[config.mk]
export PLATFORM = sky130hd
export DESIGN_NAME = output_arb
export DESIGN_NICKNAME = d
export VERILOG_FILES = /design/src/rtl/output_arb_pkg.sv /design/src/rtl/output_arb_pkt_fifo.sv /design/src/rtl/output_arb.sv
export SDC_FILE = /design/constraint.sdc
export NUM_CORES = 1
export LEC_CHECK = 0
export ABC_CLOCK_PERIOD_IN_PS = 3550
export CORE_ASPECT_RATIO = 0.9
export CORE_MARGIN = 3
export CORE_UTILIZATION = 53
export CTS_BUF_LIST = sky130_fd_sc_hd__clkbuf_4 sky130_fd_sc_hd__clkbuf_8 sky130_fd_sc_hd__clkbuf_16
export DETAILED_ROUTE_END_ITERATION = 10
export PLACE_DENSITY_LB_ADDON = 0.2
export SLEW_MARGIN = 20
export SYNTH_ARGS = -nofsm -noshare
export SYNTH_HDL_FRONTEND = slang
export SYNTH_HIERARCHICAL = 1
export SYNTH_SLANG_ARGS = --single-unit
[constraint.sdc]
create_clock -name clk -period 3.55 [get_ports clk]
set_clock_uncertainty 0.05 [all_clocks]
set_input_delay 0.355 -clock clk [delete_from_list [all_inputs] [get_ports clk]]
set_output_delay 0.355 -clock clk [all_outputs]
set_load 0.01 [all_outputs]
[src/rtl/output_arb_pkg.sv]
// Shared types and constants for the two-input output-port arbiter.
package output_arb_pkg;

  localparam int unsigned WIDTH_packet = 14;
  localparam int unsigned STATS_W      = 16;

  typedef logic [WIDTH_packet-1:0] pkt_t;

  typedef enum logic {
    EMPTY = 1'b0,
    HOLD  = 1'b1
  } out_state_t;

endpackage

[src/rtl/output_arb_pkt_fifo.sv]
// Small circular-buffer FIFO with wrap-bit pointers; no empty bypass.
module pkt_fifo #(
  parameter int unsigned WIDTH = 14,
  parameter int unsigned DEPTH = 2
) (
  input  logic             clk,
  input  logic             rst_n,
  input  logic             push,
  input  logic [WIDTH-1:0] din,
  input  logic             pop,
  output logic [WIDTH-1:0] dout,
  output logic             full,
  output logic             empty
);

  localparam int unsigned AW = $clog2(DEPTH);

  logic [WIDTH-1:0] mem [DEPTH];
  logic [AW:0]      wr_ptr;
  logic [AW:0]      rd_ptr;
  logic             do_push;
  logic             do_pop;

  assign full    = (wr_ptr ^ rd_ptr) == {1'b1, {AW{1'b0}}};
  assign empty   = (wr_ptr == rd_ptr);
  // A full FIFO refuses a write even while it is being read.
  assign do_push = push && !full;
  assign do_pop  = pop && !empty;
  assign dout    = mem[rd_ptr[AW-1:0]];

  always_ff @(posedge clk or negedge rst_n) begin
    if (!rst_n) begin
      wr_ptr <= '0;
      rd_ptr <= '0;
    end else begin
      if (do_push) wr_ptr <= wr_ptr + 1'b1;
      if (do_pop)  rd_ptr <= rd_ptr + 1'b1;
    end
  end

  always_ff @(posedge clk) begin
    if (do_push) mem[wr_ptr[AW-1:0]] <= din;
  end

endmodule

[src/rtl/output_arb.sv]
// Two-input round-robin output-port arbiter with per-input FIFOs and a registered output.
// Optional grant counters are enabled by defining OUTPUT_ARB_STATS_EN.
module output_arb #(
  parameter int unsigned WIDTH_packet = output_arb_pkg::WIDTH_packet,
  parameter int unsigned DEPTH        = 2
) (
  input  logic                    clk,
  input  logic                    rst_n,
  input  logic [WIDTH_packet-1:0] in0_data,
  input  logic                    in0_valid,
  output logic                    in0_ready,
  input  logic [WIDTH_packet-1:0] in1_data,
  input  logic                    in1_valid,
  output logic                    in1_ready,
  output logic [WIDTH_packet-1:0] out_data,
  output logic                    out_valid,
  input  logic                    out_ready,
`ifdef OUTPUT_ARB_STATS_EN
  output logic                    out_src,
  output logic [output_arb_pkg::STATS_W-1:0] grant_cnt0,
  output logic [output_arb_pkg::STATS_W-1:0] grant_cnt1
`else
  output logic                    out_src
`endif
);

  import output_arb_pkg::*;

  logic [WIDTH_packet-1:0] dout0, dout1;
  logic full0, full1, empty0, empty1;
  logic push0, push1, pop0, pop1;

  out_state_t state, state_nxt;
  logic       last_grant;
  logic       grant;
  logic       do_grant;
  logic       load;

  assign in0_ready = !full0;
  assign in1_ready = !full1;
  assign push0     = in0_valid && in0_ready;
  assign push1     = in1_valid && in1_ready;
  assign out_valid = (state == HOLD);

  pkt_fifo #(.WIDTH(WIDTH_packet), .DEPTH(DEPTH)) u_fifo0 (
    .clk   (clk),
    .rst_n (rst_n),
    .push  (push0),
    .din   (in0_data),
    .pop   (pop0),
    .dout  (dout0),
    .full  (full0),
    .empty (empty0)
  );

  pkt_fifo #(.WIDTH(WIDTH_packet), .DEPTH(DEPTH)) u_fifo1 (
    .clk   (clk),
    .rst_n (rst_n),
    .push  (push1),
    .din   (in1_data),
    .pop   (pop1),
    .dout  (dout1),
    .full  (full1),
    .empty (empty1)
  );

  always_comb begin
    load      = (state == EMPTY) || (out_valid && out_ready);
    do_grant  = load && (!empty0 || !empty1);
    // With both heads waiting the loser of the previous grant wins; otherwise the non-empty one.
    grant     = (!empty0 && !empty1) ? ~last_grant : empty0;
    pop0      = do_grant && !grant;
    pop1      = do_grant && grant;
    state_nxt = state;
    if (load) state_nxt = do_grant ? HOLD : EMPTY;
  end

  always_ff @(posedge clk or negedge rst_n) begin
    if (!rst_n) begin
      state      <= EMPTY;
      out_data   <= '0;
      out_src    <= 1'b0;
      last_grant <= 1'b1;
    end else begin
      state <= state_nxt;
      if (do_grant) begin
        out_data   <= grant ? dout1 : dout0;
        out_src    <= grant;
        last_grant <= grant;
      end
    end
  end

`ifdef OUTPUT_ARB_STATS_EN
  always_ff @(posedge clk or negedge rst_n) begin
    if (!rst_n) begin
      grant_cnt0 <= '0;
      grant_cnt1 <= '0;
    end else begin
      if (pop0 && grant_cnt0 != '1) grant_cnt0 <= grant_cnt0 + 1'b1;
      if (pop1 && grant_cnt1 != '1) grant_cnt1 <= grant_cnt1 + 1'b1;
    end
  end
`endif

endmodule

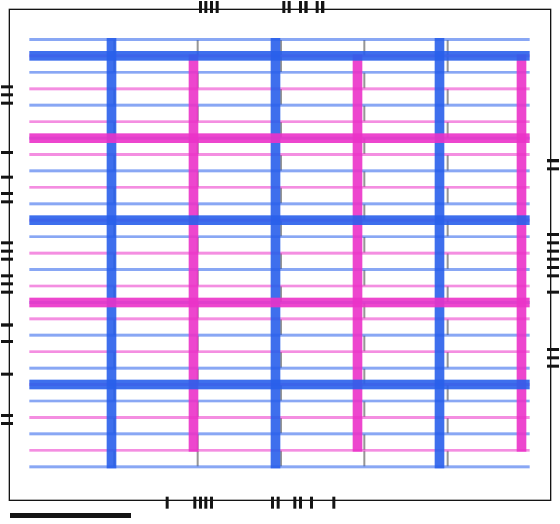
**Above:** run 1 (supply network).
The bar under the picture is 20 um long. Pins as bars on the die edge. Tap cells in gray.
- magenta: VDD
- blue: VSS
- met4 straps: 6
- tap cells: 70
- signal pins: 51
- rows: 26
- met5 straps: 5

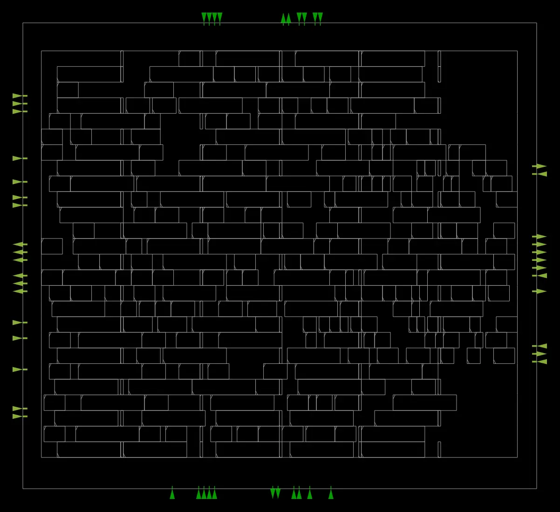
**Above:** run 1 (cell placement).
core area: 5860 um2
sequential fraction of total cell area: 0.565
Layout Cells excl Fill: 340
tap cell count: 70
total number of sequential cells: 81

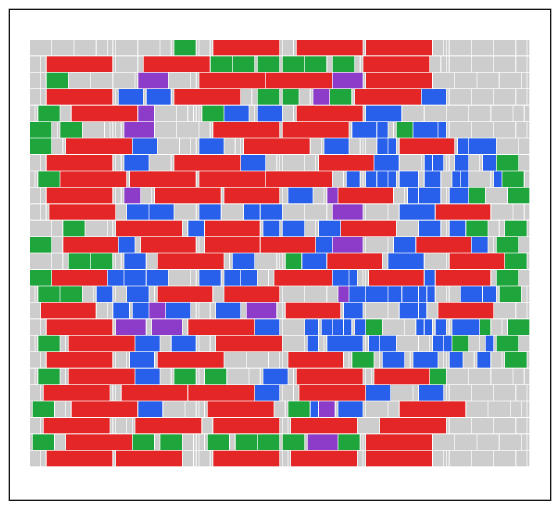
**Above:** run 1 (placement by cell class).
Fill, decap, tap and diode cells in gray.
- purple: clock drivers and dummy loads (cells 16; share of their area 4.3%)
- green: other buffers and delay cells (cells 58; share of their area 14%)
- red: flops (cells 81; share of their area 58%)
- blue: combinational and other logic (cells 115; share of their area 24%)

==> run 1: sequential cells by signal, summed over array words and instances, names as in the netlist <==
signal,count
out_valid,1
out_src,1
u_fifo1/mem,28
u_fifo0/wr_ptr,2
u_fifo1/rd_ptr,2
u_fifo0/rd_ptr,2
last_grant,1
u_fifo0/mem,28
u_fifo1/wr_ptr,2
out_data,14
==> run 1: timing repair <==
action	CTS	global route
hold endpoints to repair	24	0
hold buffers	1	0
resized	0	0
==> run 1: area by class of cell <==
| class | instances | area, um2 |
|---|---|---|
| fill | 406 | 1770 |
| timing repair buffer | 58 | 558 |
| multi-input combinational | 113 | 950 |
| inverter | 2 | 7.51 |
| sequential | 81 | 2310 |
| clock inverter | 2 | 10.0 |
| tap | 70 | 87.6 |
| clock buffer | 14 | 161 |
==> run 1: through the flow <==
stage           util  hold slack, ns
2_1_floorplan      -         0.00941
3_3_place_gp   0.667           0.441
3_5_place_dp   0.666           0.330
4_1_cts        0.697           0.464
5_1_grt        0.697           0.476
6_report       0.697           0.465
==> run 1: worst max-delay path, delay by kind of cell (launching register included) <==
family          cells  cell delay, ns
mux                 1            0.09
buf+inv             1            0.21
simple gates        3            1.05
xor+xnor            1            0.19
compound gates      1            0.24
flops               1            0.36
==> run 1: cells by family (layout without fill, tap and decap cells) <==
| logic type | count (synthesis) | in the layout | synth area share |
|---|---|---|---|
| compound gates | 48 | 48 | 0.108 |
| xor+xnor | 6 | 6 | 0.0204 |
| buf+inv | 12 | 76 | 0.0204 |
| flops | 81 | 81 | 0.696 |
| mux | 32 | 32 | 0.108 |
| simple gates | 27 | 27 | 0.0472 |
==> run 1: power by group through the flow <==
stage | Sequential, mW | Combinational (mW) | Clock, mW
floorplan | 1.58 | 1.06 | 0
finish | 1.58 | 1.57 | 0.589
detailed placement | 1.60 | 1.58 | 0
global placement | 1.59 | 1.55 | 0
global route | 1.62 | 1.73 | 0.651
CTS | 1.59 | 1.58 | 0.603
==> run 1: cells in the mapped netlist (all sizes together) (3+ instances only) <==
master | n | area, um2
a21boi | 16 | 120
a21oi | 8 | 40.0
a221o | 14 | 140
buf | 7 | 47.5
clkbuf | 3 | 12.5
dfrtp | 24 | 601
edfxtp | 56 | 1680
mux2 | 30 | 338
nand2 | 6 | 22.5
nor2 | 9 | 33.8
nor2b | 3 | 18.8
o21ai | 6 | 30.0
xor2 | 4 | 50.1
==> run 1: how the worst min path moves through the flow <==
stage / end / startpoint
6_report: out_src$_DFFE_PN0P_ / out_src$_DFFE_PN0P_
3_3_place_gp: out_src$_DFFE_PN0P_ / out_src$_DFFE_PN0P_
2_1_floorplan: out_data[0]$_DFFE_PN0P_ / rst_n
3_5_place_dp: u_fifo0/rd_ptr[0]$_DFFE_PN0P_ / rst_n
5_1_grt: out_src$_DFFE_PN0P_ / out_src$_DFFE_PN0P_
4_1_cts: out_src$_DFFE_PN0P_ / out_src$_DFFE_PN0P_
==> run 1: routing by layer <==
layer  GRT usage  up-vias  part of all wire
li1            -      906                 -
met1       0.253      913              0.44
met2       0.291       61              0.49
met3      0.0507        8             0.054
met4      0.0714        0             0.017
met5           0        -                 0
==> Slide: Implementation Results, run 1 <==
Implementation Results

Run status
  • Status: finished clean

Detailed routing
  • Total vias in the final route: 1888
  • Average routed wire per standard cell: around 18 um
  • Residual antenna-violating net count after detailed routing: 0
  • Iter 0 DRT Violations: 151
  • Count of unresolved DRC violations after routing: 0
  • Number of detailed-route iterations in the first pass: 4

Hold path
  • Worst Hold Path Cells: 1
  • Path class of the lowest-slack min-delay path: reg -> reg

Layout
  • Antenna diodes: 0
  • Post-route cell area: around 4100 um2
  • Area added between synthesis and finish: 23.1%
  • Fraction of layout instances using a drive strength above 1: 0.237
  • Number of nets in the layout: 298

Clock network
  • TritonCTS clock tree: built
  • Post-CTS setup buffer count: 0
  • Clock latency of the later-clocked register in the worst-skew pair: 0.34 ns
  • Clock root buffer master: sky130_fd_sc_hd__clkbuf_8

Power
  • Cell internal pwr: ~2.5 mW
  • Power per cell area: 916 nW/um2
  • Total power: 3.74 mW

Run
  • OpenROAD warning count: 26

Final timing
  • RSZ-0062 raised after global routing: no

GRT
  • Number of antenna violations at the first check in global routing: 0
  • Vias in the first global route: 1952

Synth
  • Area of the mapped netlist: around 3300 um2
  • Post-synthesis async set-or-reset flop share: 0.309
  • Synthesized net count: 239

Placement
  • Post-DP Area: 3900 um2
  • Setup slack at placement: about 1.3 ns

Worst setup path
  • CP max stage delay: just under 0.6 ns
  • Cell Chain, Critical Path: buf_4 -> xor2_1 -> nor2_1 -> nor2b_1 -> nor3_4 -> a21boi_0 -> mux2i_1
  • Max stage delay cell, worst path: sky130_fd_sc_hd__nor3_4
  • First element of the critical path: u_fifo0/rd_ptr[0]$_DFFE_PN0P_

Die
  • Y dimension of the die: 81.0 um
==> run 1 -> run 2 <==
--- a/config.mk
+++ b/config.mk
@@ -5,7 +5,7 @@
 export SDC_FILE = /design/constraint.sdc
 export NUM_CORES = 1
 export LEC_CHECK = 0
-export ABC_CLOCK_PERIOD_IN_PS = 3550
+export ABC_CLOCK_PERIOD_IN_PS = 2200
 export CORE_ASPECT_RATIO = 0.9
 export CORE_MARGIN = 3
 export CORE_UTILIZATION = 53
==> constraint.sdc (replaced) <==
create_clock -name clk -period 2.2 [get_ports clk]
set_clock_uncertainty 0.05 [all_clocks]
set_input_delay 0.22 -clock clk [delete_from_list [all_inputs] [get_ports clk]]
set_output_delay 0.22 -clock clk [all_outputs]
set_load 0.01 [all_outputs]
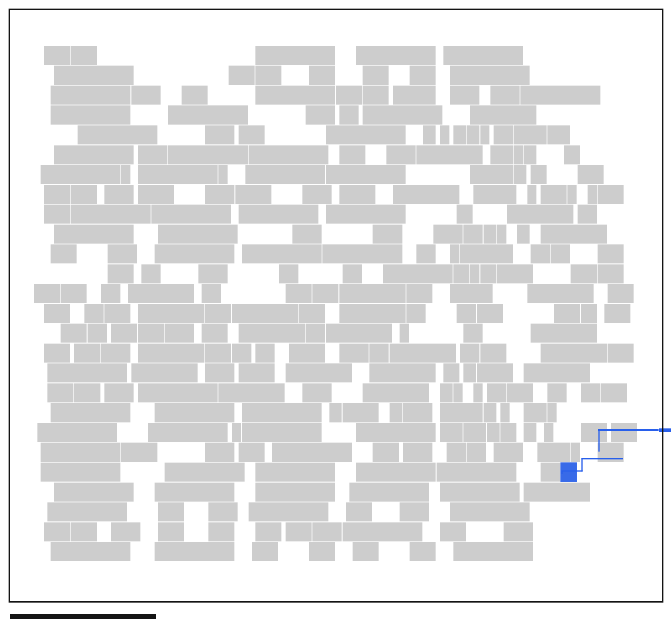
**Above:** run 2 (wires at chosen ports, followed through buffers).
The bar under the picture is 20 um long.
- blue: in0_valid (bits 1; direction input; end cells 1; buffers 1; wire 21.3 um)

==> Slide: Implementation Results, run 2 <==
Implementation Results

Run status
  • Status: finished clean (unchanged)

Clock network
  • TritonCTS clock tree: built (unchanged)
  • Post-CTS setup buffer count: 0 (unchanged)
  • Clock root buffer master: sky130_fd_sc_hd__clkbuf_8 (unchanged)
  • Largest buffer count on any clock path: 2 (unchanged)
  • Clock latency of the later-clocked register in the worst-skew pair: 0.34 ns (about the same)
  • CTS H-tree depth: 3 (unchanged)
  • Quantity of hold-fixing buffers added after cts: 0 (was 1)

Final timing
  • Actual transition at the worst max-transition pin: 0.561 ns (was 0.718 ns)
  • Final critical delay including setup and external delays: 2.06 ns
  • Final cycle utilization of the critical path: 0.934
  • Relative slew slack: 0.626 (was 0.520)
  • Number of max-slew violations in the final report: 0 (unchanged)
  • Final setup TNS: 0 ns (unchanged)
  • Maximum frequency from static timing analysis: 0.486 GHz
  • RSZ-0062 raised after global routing: no (unchanged)

Layout
  • Antenna diodes: 0 (unchanged)
  • Most used cells in the layout excluding fill and tap cells: sky130_fd_sc_hd__edfxtp_1, sky130_fd_sc_hd__clkdlybuf4s50_1, sky130_fd_sc_hd__mux2_2, sky130_fd_sc_hd__dfrtp_1, sky130_fd_sc_hd__a21boi_0 (unchanged)
  • Post-route cell area: 4140 um2 (was 4080 um2)
  • Number of nets in the layout: 299 (was 298)
  • Fraction of layout instances using a drive strength above 1: 0.244 (was 0.237)
  • Number of filler instances in the final layout: 405 (was 406)
  • Area added between synthesis and finish: 24.8% (was 23.1%)

GRT
  • Number of antenna violations at the first check in global routing: 0 (unchanged)
  • Global-route usage over all layers: 0.186 (was 0.187)
  • Vias in the first global route: 2053 (was 1952)
  • Global-route wire length before repair: 9.68 mm (was 9.76 mm)

Synth
  • Synthesized net count: 239 (unchanged)
  • Cell accounting for the most synthesized area: sky130_fd_sc_hd__edfxtp_1 (unchanged)
  • Ys Warns: 6 (unchanged)
  • Total cells reported by yosys after synthesis: 206 (unchanged)
  • Syn_area_per_cell: 16.1 um2 (unchanged)
  • Most instantiated library cell after synthesis: sky130_fd_sc_hd__edfxtp_1 (unchanged)
  • Area of the mapped netlist: 3320 um2 (unchanged)
  • Dominant cell area share: 0.507 (unchanged)
  • Flip-flops with a built-in enable: 56 (unchanged)
  • Unique masters post-synth: 30 (unchanged)
  • Cell types with the largest area share after synthesis: sky130_fd_sc_hd__edfxtp_1, sky130_fd_sc_hd__dfrtp_1, sky130_fd_sc_hd__mux2_2 (unchanged)
  • Post-synthesis async set-or-reset flop share: 0.309 (unchanged)
  • Most used standard cells in the synthesized netlist: sky130_fd_sc_hd__edfxtp_1, sky130_fd_sc_hd__mux2_2, sky130_fd_sc_hd__dfrtp_1, sky130_fd_sc_hd__a21boi_0, sky130_fd_sc_hd__a221o_1 (unchanged)
  • Primary FF master, synth: sky130_fd_sc_hd__edfxtp_1 (unchanged)

Die
  • Total I/O pin count: 51 (unchanged)
  • Core area: 5860 um2 (unchanged)
  • Starting density of the core: 0.566 (unchanged)
  • Y dimension of the die: 81.0 um (unchanged)
  • Number of placement rows: 26 (unchanged)

Detailed routing
  • Number of detailed-route iterations in the first pass: 4 (unchanged)
  • Iter 0 DRT Violations: 122 (was 151)
  • Average routed wire per standard cell: 17.8 um (was 17.7 um)
  • Count of unresolved DRC violations after routing: 0 (unchanged)
  • Total vias in the final route: 1945 (was 1888)
  • Residual antenna-violating net count after detailed routing: 0 (unchanged)

Worst setup path
  • Beginning of the worst register-to-register path: u_fifo0/rd_ptr[1]$_DFFE_PN0P_ (was u_fifo0/rd_ptr[0]$_DFFE_PN0P_)
  • Number of cells on the worst reg-to-reg path: 6 (was 7)
  • Crit path required time: 1.93 ns (was 3.72 ns)
  • Critical Path Source Type: flop (unchanged)
  • Nature of the critical path endpoint: output port (was flop)
  • Endpoint of the lowest-slack register-to-register path: u_fifo1/rd_ptr[0]$_DFFE_PN0P_ (unchanged)
  • Largest fanout on the critical path: 5 (was 21)
  • First element of the critical path: u_fifo0/rd_ptr[1]$_DFFE_PN0P_ (was u_fifo0/rd_ptr[0]$_DFFE_PN0P_)
  • Worst path arrival time: 1.79 ns (was 2.49 ns)
  • Termination of the worst setup path: in0_ready (was u_fifo1/rd_ptr[0]$_DFFE_PN0P_)

Placement
  • Detailed Place HPWL: 4.18 mm (was 4.14 mm)
  • Post-DP Area: 3940 um2 (was 3900 um2)
  • IO Port Bufs: 50 (unchanged)

Run
  • OpenROAD warning count: 26 (unchanged)

Power
  • Power per cell area: 1510 nW/um2 (was 916 nW/um2)

Hold path
  • Path class of the lowest-slack min-delay path: in -> async (was reg -> reg)
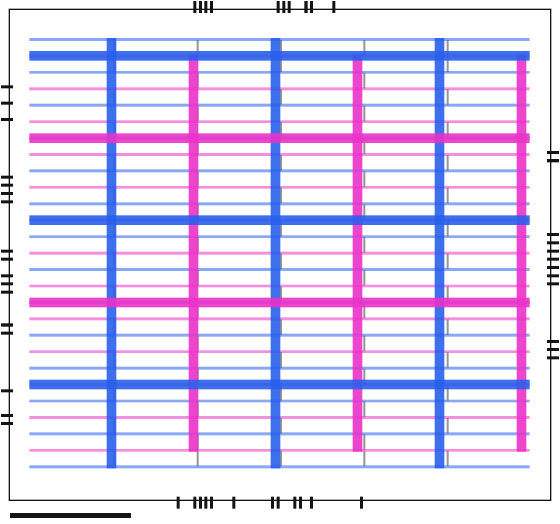
**Above:** run 2 (supply network).
The bar under the picture is 20 um long. Pins as bars on the die edge. Tap cells in gray.
- blue: VSS
- magenta: VDD
- signal pins: 51
- met4 straps: 6

run 2: cell types whose count changed in the layout (fill, tap and decap cells not counted), moves of 2 or more:
cell | previous run | this run
sky130_fd_sc_hd__clkinvlp_4 | 0 | 2
sky130_fd_sc_hd__clkbuf_4 | 5 | 0
sky130_fd_sc_hd__a21oi_2 | 0 | 2
sky130_fd_sc_hd__a21oi_1 | 8 | 6
sky130_fd_sc_hd__clkinv_1 | 0 | 3
run 2: kinds of logic (layout without fill, tap and decap cells):
logic type,count (synthesis),after routing,synth area share
AND/OR/NAND/NOR,27,27,0.0472
flip-flops,81,81,0.696
buffers and inverters,12,77,0.0204
XOR/XNOR,6,6,0.0204
multiplexers,32,32,0.108
AND-OR/OR-AND,48,48,0.108
run 2: how the worst min path moves through the flow:
| stage | from | to | cells past startpoint |
|---|---|---|---|
| 2_1_floorplan | rst_n | out_data[0]$_DFFE_PN0P_ | 0 |
| 3_3_place_gp | out_src$_DFFE_PN0P_ | out_src$_DFFE_PN0P_ | 1 |
| 3_5_place_dp | out_src$_DFFE_PN0P_ | out_src$_DFFE_PN0P_ | 1 |
| 4_1_cts | rst_n | u_fifo1/wr_ptr[0]$_DFFE_PN0P_ | 2 |
| 5_1_grt | rst_n | u_fifo1/rd_ptr[0]$_DFFE_PN0P_ | 2 |
| 6_report | rst_n | u_fifo1/rd_ptr[0]$_DFFE_PN0P_ | 2 |
run 2: stage by stage:
stage,worst slack (ns),instances,hold WS (ns),power [mW],util
2_1_floorplan,0.120,206,-0.126,4.29,-
3_3_place_gp,0.269,325,0.418,5.14,0.673
3_5_place_dp,0.246,325,0.447,5.24,0.673
4_1_cts,0.135,341,0.190,6.25,0.705
5_1_grt,0.00873,341,0.209,6.64,0.706
6_report,0.144,341,0.188,6.24,0.706
run 2: area by class of cell:
type                            instances  area, um2  share of cell area
Multi-Input combinational cell        113        967               0.234
Timing Repair Buffer                   59        581               0.140
Tap cell                               70       87.6              0.0212
Sequential cell                        81       2310               0.558
Inverter                                2       7.51             0.00181
Clock inverter                          7       61.3              0.0148
Clock buffer                            9        124              0.0299
run 2: per-layer routing:
layer  GRT usage  vias up  share of wire
li1            -      911              -
met4      0.0863        0          0.022
met3      0.0527       12          0.044
met1       0.221      963           0.41
met5           0        -              0
met2       0.313       59           0.52
run 2: where the power goes:
group / switching, mW / total [mW] / leakage (nW) / internal, mW
sequential: 0.294 / 2.57 / 0.812 / 2.27
clock: 0.495 / 1.00 / 0.0877 / 0.510
combinational: 1.35 / 2.67 / 0.593 / 1.33
run 2: repair_timing:
item,CTS,global route
gates resized,0,2
setup endpoints to repair,0,1
hold endpoints to repair,0,0
run 2: worst max-delay path: stages, from the launching register on:
cell,delay (ns)
sky130_fd_sc_hd__dfrtp_1,0.45
sky130_fd_sc_hd__xnor2_1,0.30
sky130_fd_sc_hd__nor2_1,0.11
sky130_fd_sc_hd__inv_1,0.06
sky130_fd_sc_hd__clkdlybuf4s50_1,0.52
==> run 2 -> run 3 <==
--- a/config.mk
+++ b/config.mk
@@ -7,7 +7,6 @@
 export LEC_CHECK = 0
 export ABC_CLOCK_PERIOD_IN_PS = 2200
 export CORE_ASPECT_RATIO = 0.9
-export CORE_MARGIN = 3
 export CORE_UTILIZATION = 53
 export CTS_BUF_LIST = sky130_fd_sc_hd__clkbuf_4 sky130_fd_sc_hd__clkbuf_8 sky130_fd_sc_hd__clkbuf_16
 export DETAILED_ROUTE_END_ITERATION = 10
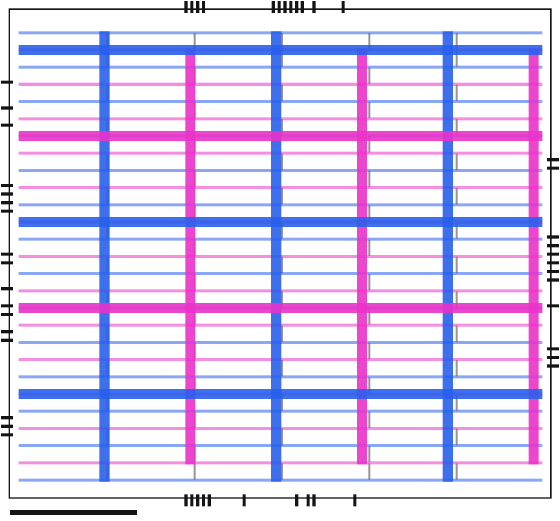
**Above:** run 3 (supply network).
The bar under the picture is 20 um long. Pins as bars on the die edge. Tap cells in gray.
- magenta: VDD
- blue: VSS
- rows: 26
- signal pins: 51
- met1 rails: 27
- met5 straps: 5

==> Slide: Implementation Results, run 3 <==
Implementation Results

Die
  • Core area: 5860 um2 (unchanged)
  • Total I/O pin count: 51 (unchanged)
  • Number of placement rows: 26 (unchanged)
  • Starting density of the core: 0.566 (unchanged)

Worst setup path
  • Buffering stage count on the worst path with inverters included: 2 (unchanged)
  • Critical Path Source Type: flop (unchanged)
  • Largest fanout on the critical path: 5 (unchanged)
  • CP max stage delay: 0.52 ns (about the same)
  • Max stage delay cell, worst path: sky130_fd_sc_hd__clkdlybuf4s50_1 (unchanged)
  • Crit path required time: 1.93 ns (about the same)

Synth
  • Post-synthesis async set-or-reset flop share: 0.309 (unchanged)
  • Unique masters post-synth: 30 (unchanged)
  • Cell types with the largest area share after synthesis: sky130_fd_sc_hd__edfxtp_1, sky130_fd_sc_hd__dfrtp_1, sky130_fd_sc_hd__mux2_2 (unchanged)
  • Syn_area_per_cell: 16.1 um2 (unchanged)
  • Cell accounting for the most synthesized area: sky130_fd_sc_hd__edfxtp_1 (unchanged)
  • Flip-flops with a built-in enable: 56 (unchanged)
  • Most instantiated library cell after synthesis: sky130_fd_sc_hd__edfxtp_1 (unchanged)
  • Primary FF master, synth: sky130_fd_sc_hd__edfxtp_1 (unchanged)
  • Total cells reported by yosys after synthesis: 206 (unchanged)
  • Synthesized net count: 239 (unchanged)
  • Area of the mapped netlist: 3320 um2 (unchanged)

Final timing
  • Final cycle utilization of the critical path: 0.917 (was 0.934)
  • Maximum frequency from static timing analysis: 0.496 GHz (was 0.486 GHz)
  • Final critical delay including setup and external delays: 2.02 ns (was 2.06 ns)
  • Final setup TNS: 0 ns (unchanged)
  • RSZ-0062 raised after global routing: no (unchanged)
  • Number of max-slew violations in the final report: 0 (unchanged)

Clock network
  • TritonCTS clock tree: built (unchanged)
  • Clock latency of the later-clocked register in the worst-skew pair: 0.34 ns (about the same)
  • Clock root buffer master: sky130_fd_sc_hd__clkbuf_8 (unchanged)
  • Post-CTS setup buffer count: 0 (unchanged)
  • Largest buffer count on any clock path: 2 (unchanged)

Power
  • Psw: 2.12 mW (was 2.13 mW)
  • Cell internal pwr: 4.01 mW (was 4.11 mW)
  • Sequential fraction of design power: 0.416 (was 0.411)

Run
  • OpenROAD warning count: 26 (unchanged)

Layout
  • Area added between synthesis and finish: 24.2% (was 24.8%)
  • Number of nets in the layout: 300 (was 299)
  • Fraction of layout instances using a drive strength above 1: 0.250 (was 0.244)

Detailed routing
  • Average routed wire per standard cell: 16.6 um (was 17.8 um)
  • Iter 0 DRT Violations: 74 (was 122)
  • Count of unresolved DRC violations after routing: 0 (unchanged)
  • Residual antenna-violating net count after detailed routing: 0 (unchanged)
  • Number of detailed-route iterations in the first pass: 4 (unchanged)

Run status
  • Status: finished clean (unchanged)

Placement
  • Detailed Place HPWL: 3.81 mm (was 4.18 mm)
  • Number of placed instances, taps included: 326 (was 325)

Hold path
  • Path class of the lowest-slack min-delay path: in -> async (unchanged)

GRT
  • Global-route wire length before repair: 9.14 mm (was 9.68 mm)
  • Number of antenna violations at the first check in global routing: 0 (unchanged)
  • Vias in the first global route: 1918 (was 2053)
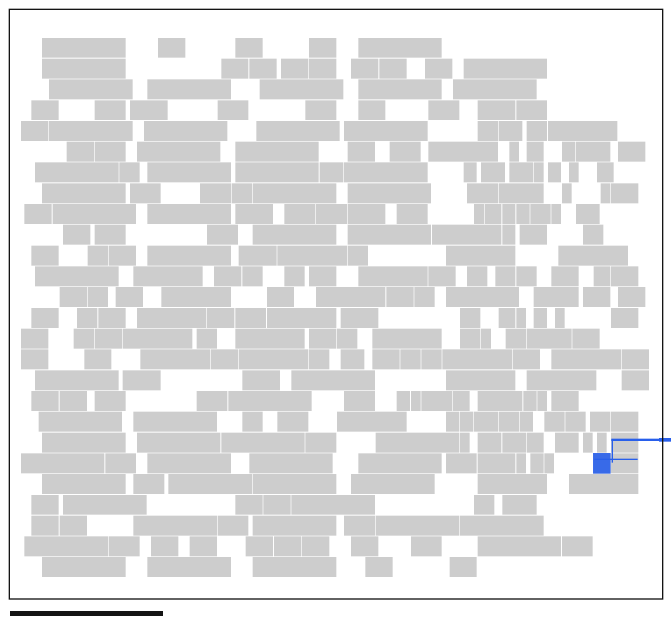
**Above:** run 3 (wires at chosen ports, followed through buffers).
The bar under the picture is 20 um long.
- blue: in0_valid (bits 1; direction input; end cells 1; buffers 1; wire 14.6 um)

-- run 3: final cells by class --
cell class	count	area, um2	area share
Timing Repair Buffer	60	576	0.140
Clock buffer	10	131	0.0319
Inverter	2	7.51	0.00182
Multi-Input combinational cell	113	957	0.232
Clock inverter	6	50.0	0.0122
Tap cell	70	87.6	0.0213
Sequential cell	81	2310	0.561
-- run 3: cells by family (layout without fill, tap and decap cells) --
family,Yosys count,count (layout),share of synthesized area
AOI/OAI and AO/OA,48,48,0.108
xor gates and xnor gates,6,6,0.0204
buffers and inverters,12,78,0.0204
DFF,81,81,0.696
muxes,32,32,0.108
and+or+nand+nor,27,27,0.0472
-- run 3: path summary, 6_finish.rpt --
check | depth (start not counted) | slack (ns) | end | from
max in group asynchronous | 2 | 1.62 | last_grant$_DFFE_PN1P_ | rst_n
min in group clk | 1 | 0.40 | u_fifo0/mem[1][6]$_DFFE_PP_ | in0_data[6]
worst min-delay path | 2 | 0.19 | u_fifo0/rd_ptr[0]$_DFFE_PN0P_ | rst_n
worst max-delay path | 4 | 0.18 | in0_ready | u_fifo0/rd_ptr[1]$_DFFE_PN0P_
worst max register to register | 5 | 0.27 | out_data[3]$_DFFE_PN0P_ | u_fifo0/rd_ptr[1]$_DFFE_PN0P_
worst min register to register | 1 | 0.45 | out_src$_DFFE_PN0P_ | out_src$_DFFE_PN0P_
-- run 3: power by group through the flow --
stage	registers (mW)	clock network, mW	logic (mW)
2_1_floorplan	2.55	0	1.74
3_3_place_gp	2.57	0	2.57
3_5_place_dp	2.58	0	2.61
4_1_cts	2.56	1.01	2.62
5_1_grt	2.61	1.06	2.85
6_report	2.55	0.978	2.61
-- run 3: per-layer routing --
layer / vias up / global-route usage / share of wire
met5: - / 0 / 0
met1: 950 / 0.243 / 0.44
met4: 0 / 0.0650 / 0.018
li1: 908 / - / -
met2: 56 / 0.310 / 0.50
met3: 11 / 0.0678 / 0.043
-- run 3: metrics by stage --
step           setup WS, ns  hold WS, ns  cell area, um2  power, mW   util
3_5_place_dp          0.282        0.429            3940       5.19  0.672
5_1_grt              0.0118        0.202            4120       6.52  0.703
6_report              0.182        0.189            4120       6.13  0.703
4_1_cts               0.157        0.180            4120       6.18  0.703
3_3_place_gp          0.286        0.432            3940       5.13  0.672
2_1_floorplan         0.120       -0.126            3330       4.29      -

==> notes/layouts.md <==
Pictures saved along the way, in no particular order.

Routed metal per tile.
image #1
18 x 16 tiles, from dark blue (low) to red (high), scaled to the fullest tile. Values are wire area over tile area, all layers added.
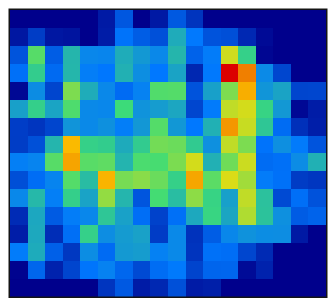
image #2
17 x 15 tiles, from dark blue (low) to red (high), scaled to the fullest tile. Values are wire area over tile area, all layers added.
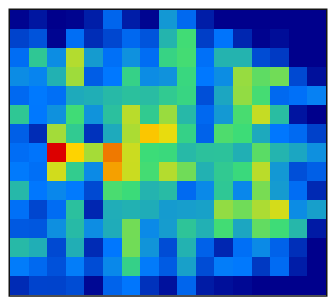
image #3
18 x 16 tiles, from dark blue (low) to red (high), scaled to the fullest tile. Values are wire area over tile area, all layers added.
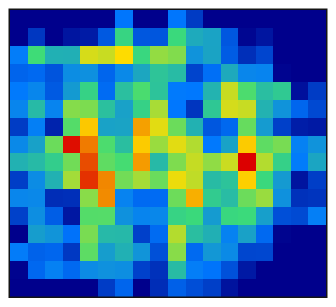
| picture | from |
|---|---|
| image #2 | run 3 |
| image #1 | run 2 |
| image #3 | run 1 |

Key to image #3:
- densest ninth of the die: middle
- mean over tiles: 0.13
- tiles over half the peak: 22%

No activity file was given, so power comes from the tool's default toggle rates.
